**Run 1: cell outlines without signal wires**

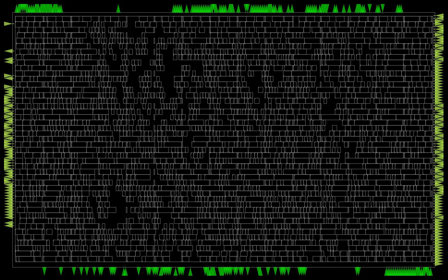
**Run 1: cells colored by class**

Fill, decap, tap and diode cells in gray.
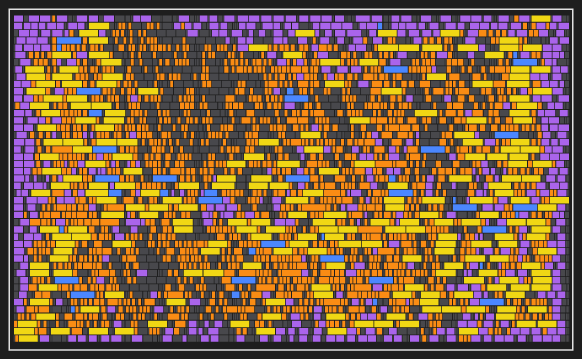
**Run 1: register map, names as in the netlist**

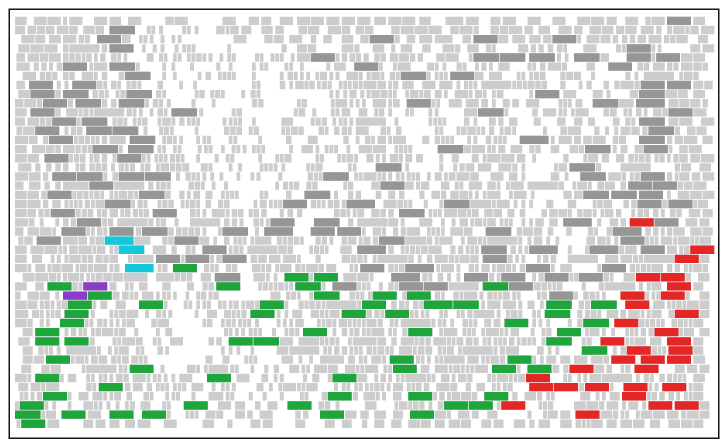
==> src/rtl/ysyx_22050078_mc_ctrl_if.sv <==
// Fetch request/response bus between the multicycle sequencer (master) and
// instruction memory (slave).
interface ysyx_22050078_mc_ctrl_if #(
  parameter int PC_WIDTH   = 64,
  parameter int INST_WIDTH = 32
);
  logic                  if_req_valid;
  logic                  if_req_ready;
  logic [PC_WIDTH-1:0]   if_addr;
  logic                  if_resp_valid;
  logic [INST_WIDTH-1:0] if_resp_inst;
  logic                  if_resp_err;

  modport master (
    output if_req_valid, if_addr,
    input  if_req_ready, if_resp_valid, if_resp_inst, if_resp_err
  );

  modport slave (
    input  if_req_valid, if_addr,
    output if_req_ready, if_resp_valid, if_resp_inst, if_resp_err
  );
endinterface

==> src/rtl/ysyx_22050078_mc_ctrl.sv <==
// Multicycle core sequencer: owns PC/IR, fetches over valid/ready, steps FETCH->DECODE->EXEC->WB.
// Optional macro FETCH_TIMEOUT_EN adds a FETCH_WAIT watchdog (fault cause 3).
//
// state        | meaning
// S_FETCH_REQ  | fetch request valid, waiting for memory accept
// S_FETCH_WAIT | request accepted, waiting for response
// S_DECODE     | one-cycle id_en
// S_EXEC       | ex_en held until ex_done
// S_WB         | wb_en/commit, PC update
// S_HALT       | ebreak retired; leave by reset only
// S_FAULT      | misaligned target / bus error / timeout; leave by reset only
module ysyx_22050078_mc_ctrl #(
  parameter int                  PC_WIDTH      = 64,
  parameter int                  INST_WIDTH    = 32,
  parameter logic [PC_WIDTH-1:0] RESET_PC      = PC_WIDTH'(64'h8000_0000),
  parameter int                  FETCH_TIMEOUT = 255
) (
  input  logic                        clk,
  input  logic                        rst,
  ysyx_22050078_mc_ctrl_if.master     fbus,
  output logic [PC_WIDTH-1:0]         pc,
  output logic [INST_WIDTH-1:0]       inst,
  output logic                        id_en,
  output logic                        ex_en,
  input  logic                        ex_done,
  input  logic                        br_taken,
  input  logic [PC_WIDTH-1:0]         br_target,
  input  logic                        halt_req,
  output logic                        wb_en,
  output logic                        commit,
  output logic [63:0]                 instret,
  output logic                        halted,
  output logic                        fault,
  output logic [1:0]                  fault_cause
);

  typedef enum logic [2:0] {
    S_FETCH_REQ,
    S_FETCH_WAIT,
    S_DECODE,
    S_EXEC,
    S_WB,
    S_HALT,
    S_FAULT
  } state_e;

  state_e                state_q, state_d;
  logic [PC_WIDTH-1:0]   pc_q, pc_d;
  logic [INST_WIDTH-1:0] inst_q, inst_d;
  logic [63:0]           instret_q, instret_d;
  logic                  br_q, br_d;
  logic [PC_WIDTH-1:0]   tgt_q, tgt_d;
  logic                  halt_q, halt_d;
  logic [1:0]            cause_q, cause_d;

`ifdef FETCH_TIMEOUT_EN
  localparam int TW = (FETCH_TIMEOUT > 1) ? $clog2(FETCH_TIMEOUT) : 1;
  logic [TW-1:0] tmr_q, tmr_d;
`endif

  always_ff @(posedge clk) begin
    if (!rst) begin
      state_q   <= S_FETCH_REQ;
      pc_q      <= RESET_PC;
      inst_q    <= '0;
      instret_q <= '0;
      br_q      <= 1'b0;
      tgt_q     <= '0;
      halt_q    <= 1'b0;
      cause_q   <= 2'd0;
`ifdef FETCH_TIMEOUT_EN
      tmr_q     <= '0;
`endif
    end else begin
      state_q   <= state_d;
      pc_q      <= pc_d;
      inst_q    <= inst_d;
      instret_q <= instret_d;
      br_q      <= br_d;
      tgt_q     <= tgt_d;
      halt_q    <= halt_d;
      cause_q   <= cause_d;
`ifdef FETCH_TIMEOUT_EN
      tmr_q     <= tmr_d;
`endif
    end
  end

  always_comb begin
    state_d   = state_q;
    pc_d      = pc_q;
    inst_d    = inst_q;
    instret_d = instret_q;
    br_d      = br_q;
    tgt_d     = tgt_q;
    halt_d    = halt_q;
    cause_d   = cause_q;
`ifdef FETCH_TIMEOUT_EN
    tmr_d     = tmr_q;
`endif
    case (state_q)
      S_FETCH_REQ: begin
        if (fbus.if_req_ready) begin
          state_d = S_FETCH_WAIT;
`ifdef FETCH_TIMEOUT_EN
          tmr_d   = TW'(FETCH_TIMEOUT - 1);
`endif
        end
      end
      S_FETCH_WAIT: begin
        // a response in the watchdog's terminal cycle still wins
        if (fbus.if_resp_valid) begin
          if (fbus.if_resp_err) begin
            state_d = S_FAULT;
            cause_d = 2'd2;
          end else begin
            inst_d  = fbus.if_resp_inst;
            state_d = S_DECODE;
          end
        end
`ifdef FETCH_TIMEOUT_EN
        else if (tmr_q == '0) begin
          state_d = S_FAULT;
          cause_d = 2'd3;
        end else begin
          tmr_d = tmr_q - 1'b1;
        end
`endif
      end
      S_DECODE: state_d = S_EXEC;
      S_EXEC: begin
        if (ex_done) begin
          if (br_taken && (br_target[1:0] != 2'b00)) begin
            state_d = S_FAULT;
            cause_d = 2'd1;
          end else begin
            br_d    = br_taken;
            tgt_d   = br_target;
            halt_d  = halt_req;
            state_d = S_WB;
          end
        end
      end
      S_WB: begin
        instret_d = instret_q + 64'd1;
        pc_d      = br_q ? tgt_q : pc_q + PC_WIDTH'(4);
        state_d   = halt_q ? S_HALT : S_FETCH_REQ;
      end
      S_HALT:  state_d = S_HALT;
      S_FAULT: state_d = S_FAULT;
      default: state_d = S_FAULT;
    endcase
  end

  // strobes are forced low while reset is held
  assign fbus.if_req_valid = rst & (state_q == S_FETCH_REQ);
  assign fbus.if_addr      = pc_q;
  assign id_en             = rst & (state_q == S_DECODE);
  assign ex_en             = rst & (state_q == S_EXEC);
  assign wb_en             = rst & (state_q == S_WB);
  assign commit            = wb_en;
  assign pc                = pc_q;
  assign inst              = inst_q;
  assign instret           = instret_q;
  assign halted            = (state_q == S_HALT);
  assign fault             = (state_q == S_FAULT);
  assign fault_cause       = cause_q;

endmodule
==> src/flat_wrapper.sv <==
// flat-port wrapper written by rule: the top's interface ports become plain ports
module ysyx_22050078_mc_ctrl_flat 
#(
  parameter int                  PC_WIDTH      = 64,
  parameter int                  INST_WIDTH    = 32,
  parameter logic [PC_WIDTH-1:0] RESET_PC      = PC_WIDTH'(64'h8000_0000),
  parameter int                  FETCH_TIMEOUT = 255
)
  (clk, rst, pc, inst, id_en, ex_en, ex_done, br_taken, br_target, halt_req, wb_en, commit, instret, halted, fault, fault_cause, fbus_if_req_valid, fbus_if_addr, fbus_if_req_ready, fbus_if_resp_valid, fbus_if_resp_inst, fbus_if_resp_err);
  ysyx_22050078_mc_ctrl_if #(.PC_WIDTH(PC_WIDTH), .INST_WIDTH(INST_WIDTH)) fbus_i ();
  input  logic clk;
  input  logic rst;
  output logic [PC_WIDTH-1:0] pc;
  output logic [INST_WIDTH-1:0] inst;
  output logic id_en;
  output logic ex_en;
  input  logic ex_done;
  input  logic br_taken;
  input  logic [PC_WIDTH-1:0] br_target;
  input  logic halt_req;
  output logic wb_en;
  output logic commit;
  output logic [63:0] instret;
  output logic halted;
  output logic fault;
  output logic [1:0] fault_cause;
  output wire logic [$bits(fbus_i.if_req_valid)-1:0] fbus_if_req_valid;
  output wire logic [$bits(fbus_i.if_addr)-1:0] fbus_if_addr;
  input wire logic [$bits(fbus_i.if_req_ready)-1:0] fbus_if_req_ready;
  input wire logic [$bits(fbus_i.if_resp_valid)-1:0] fbus_if_resp_valid;
  input wire logic [$bits(fbus_i.if_resp_inst)-1:0] fbus_if_resp_inst;
  input wire logic [$bits(fbus_i.if_resp_err)-1:0] fbus_if_resp_err;
  assign fbus_if_req_valid = fbus_i.if_req_valid;
  assign fbus_if_addr = fbus_i.if_addr;
  assign fbus_i.if_req_ready = fbus_if_req_ready;
  assign fbus_i.if_resp_valid = fbus_if_resp_valid;
  assign fbus_i.if_resp_inst = fbus_if_resp_inst;
  assign fbus_i.if_resp_err = fbus_if_resp_err;
  ysyx_22050078_mc_ctrl #(.PC_WIDTH(PC_WIDTH), .INST_WIDTH(INST_WIDTH), .RESET_PC(RESET_PC), .FETCH_TIMEOUT(FETCH_TIMEOUT)) u_core (.clk(clk), .rst(rst), .fbus(fbus_i), .pc(pc), .inst(inst), .id_en(id_en), .ex_en(ex_en), .ex_done(ex_done), .br_taken(br_taken), .br_target(br_target), .halt_req(halt_req), .wb_en(wb_en), .commit(commit), .instret(instret), .halted(halted), .fault(fault), .fault_cause(fault_cause));
endmodule
==> config.mk <==
export PLATFORM = sky130hd
export DESIGN_NAME = ysyx_22050078_mc_ctrl_flat
export DESIGN_NICKNAME = d
export VERILOG_FILES = /design/src/rtl/ysyx_22050078_mc_ctrl_if.sv /design/src/rtl/ysyx_22050078_mc_ctrl.sv /design/src/flat_wrapper.sv
export SDC_FILE = /design/constraint.sdc
export NUM_CORES = 1
export LEC_CHECK = 0
export ABC_AREA = 1
export CORE_ASPECT_RATIO = 0.6
export CORE_UTILIZATION = 50
export CTS_CLUSTER_DIAMETER = 60
export DETAILED_ROUTE_END_ITERATION = 8
export GPL_TIMING_DRIVEN = 0
export PLACE_DENSITY_LB_ADDON = 0.05
export SYNTH_ARGS = -nofsm -noshare
export SYNTH_HDL_FRONTEND = slang
export SYNTH_SLANG_ARGS = --single-unit
==> constraint.sdc <==
create_clock -name clk -period 1.93 [get_ports clk]
set_input_delay 0.386 -clock clk [delete_from_list [all_inputs] [get_ports clk]]
set_output_delay 0.386 -clock clk [all_outputs]
set_load 0.05 [all_outputs]
==> changes_impl.md, run 1 <==
## Implementation

- Failing checks: negative setup slack
- Largest family of logic cells by area: simple AND/OR/NAND/NOR gates
- Status: complete, but fails checks
- Yosys adder share: 0.192%
- Flip-flops: 231
- Final Cell Area: 0.0186 mm^2
- Number of setup violations in the final report: 7
- HP Class: input pin to flip-flop
- Final ANT Viol Nets: 0
- Sequential Power Share: 42.6%
- CP max stage delay: 340 ps
- Final worst slack: -91.3 ps
- Die area: 0.0267 mm^2
- DRC violations left: 0
- Quantity of I/O buffers inserted on ports: 335
- Post-CTS Resized: 593
- Top power group: registers
- Top delay family on crit path: buffers and inverters
- IO Pins: 337
- CLK BUF: 30
- Area leader share: 35.5%
- Pre-CTS setup slack: -1210 ps
- Total track usage: 40.6%
- Crit path max fanout: 8
- Clk sink count: 231
- Area grow syn2layout: 42.9%
- Synth Area per Inst: 6.30 um^2
- Seq area share: 25.6%
- Net Sw Frac: 32.8%
- H-tree depth: 1
- Worst-Margin Slew: 852 ps
- Combinational power share: 21.6%
- Biggest area cells: dfxtp_1, nand2_1, nor2_1, o21ai_0, inv_1
- NetSw: 4.02 mW
- Worst hold slack: 456 ps
- Area fraction in mux cells: 0%
- Seq/Total Area, Yosys: 35.5%
- Die Width: 210 um
- Drt via density: 5.68
- Post-CTS Setup Repair Bufs: 21
- Register area: 0.00475 mm^2
- Most frequent logic cell in the layout: nand2_1
Notes on 'cell outlines without signal wires' above:
Fill cells: 2106
Rows: 45
core area: 0.0254 mm^2

Notes on 'cells colored by class' above:
color	class	cells	share of their area
purple	remaining buffers and delay cells	520	25%
blue	clock drivers and dummy loads	41	3.9%
orange	remaining logic cells	1695	45%
yellow	registers	231	26%

Notes on 'register map, names as in the netlist' above:
color	name in the netlist	flops
red	u_core.inst	32
green	u_core.instret	64
cyan	u_core.state_q	3
purple	u_core.fault_cause	2
not colored	130

**Run 1: wiring heat map**

Bar = 50 um. 21 x 13 tiles, from black (low) to pale yellow (high), scaled to the fullest tile. Values are wire area over tile area, all layers added.
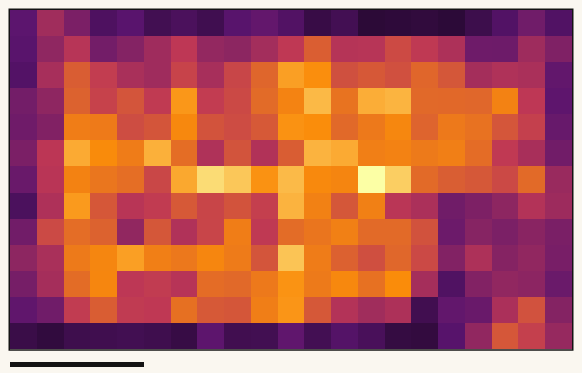

==> inputs of run 2 (changes only) <==
--- a/config.mk
+++ b/config.mk
@@ -11,6 +11,7 @@
 export CTS_CLUSTER_DIAMETER = 60
 export DETAILED_ROUTE_END_ITERATION = 8
 export GPL_TIMING_DRIVEN = 0
+export MAX_ROUTING_LAYER = met4
 export PLACE_DENSITY_LB_ADDON = 0.05
 export SYNTH_ARGS = -nofsm -noshare
 export SYNTH_HDL_FRONTEND = slang
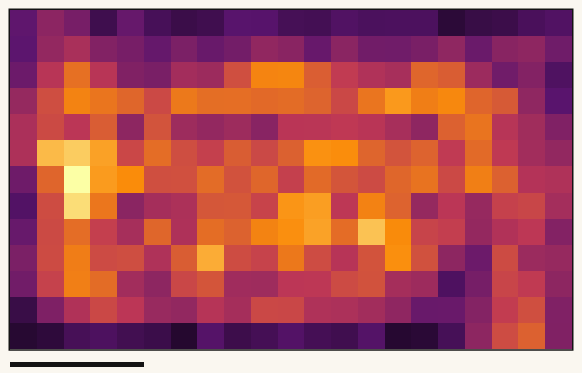
**Above:** run 2 (wiring heat map).
Bar = 50 um. 21 x 13 tiles, from black (low) to pale yellow (high), scaled to the fullest tile. Values are wire area over tile area, all layers added.
fullest tile	0.84
mean over tiles	0.40
tiles over half the peak	45%

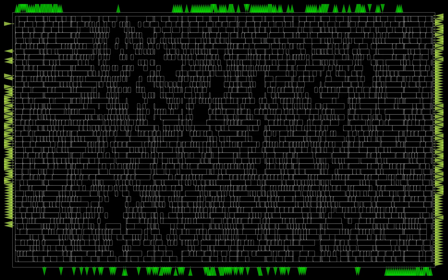
**Above:** run 2 (cell outlines without signal wires).
flip-flops: 231
Fill cells: 2051
Tapcells: 352
Seq area share: 25.2%
fin util: 74.0%

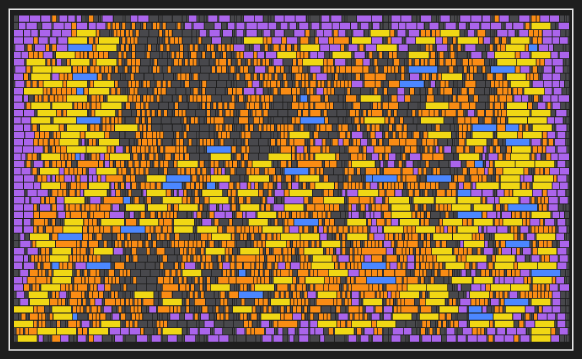
**Above:** run 2 (cells colored by class).
Fill, decap, tap and diode cells in gray.
color	class	cells	share of their area
blue	clock drivers and dummy loads	42	4.6%
orange	remaining logic cells	1695	45%
yellow	registers	231	26%
purple	remaining buffers and delay cells	522	25%

==> run 2 against run 1 <==
  * The flow still finishes with violations (negative setup slack)
  * Clock-buffer cell count fell by 4
  * Worst hold slack got worse by 19 ps
  * Clock power rose by 16%
  * Clock skew fell by 14 ps
  * Final cell count rose by 0.11%
  * Wire length rose by 5.3%
  * Design area rose by 1.2%
  * Setup slack got worse by 44 ps
  * Via count rose by 2.6%
  * Register-to-register slack got worse by 70 ps
  * Critical endpoint is now u_core.instret[49]
==> changes_impl.md, run 2 <==
## Implementation

- DRC violations left: 0 (unchanged)
- Yosys adder share: 0.192% (unchanged)
- Final Cell Area: 0.0188 mm^2 (+1.2%)
- NetSw: 4.26 mW (+6.0%)
- Top power group: registers
- CLK BUF: 26 (-13%)
- Total track usage: 43.6% (+2.9 points)
- Number of setup violations in the final report: 25 (+18)
- Die area: 0.0267 mm^2 (unchanged)
- Failing checks: negative setup slack
- Final worst slack: -136 ps (-44.5 ps)
- Net Sw Frac: 32.6% (-0.18 points)
- Die Width: 210 um (unchanged)
- Pre-CTS setup slack: -1180 ps (+33.3 ps)
- HP Class: input pin to flip-flop
- CP max stage delay: 340 ps (about the same)
- Status: complete, but fails checks
- IO Pins: 337 (unchanged)
- Quantity of I/O buffers inserted on ports: 335 (unchanged)
- Post-CTS Setup Repair Bufs: 19 (-9.5%)
- Largest family of logic cells by area: simple AND/OR/NAND/NOR gates
- Area grow syn2layout: 44.6%
- Rows: 45 (unchanged)
- Crit path max fanout: 8 (unchanged)
- Synth Area per Inst: 6.30 um^2 (unchanged)
- Worst hold slack: 437 ps (-19.4 ps)
- Biggest area cells: dfxtp_1, nand2_1, nor2_1, o21ai_0, inv_1
- Clk sink count: 231 (unchanged)
Power is estimated from default activity; no workload was simulated.
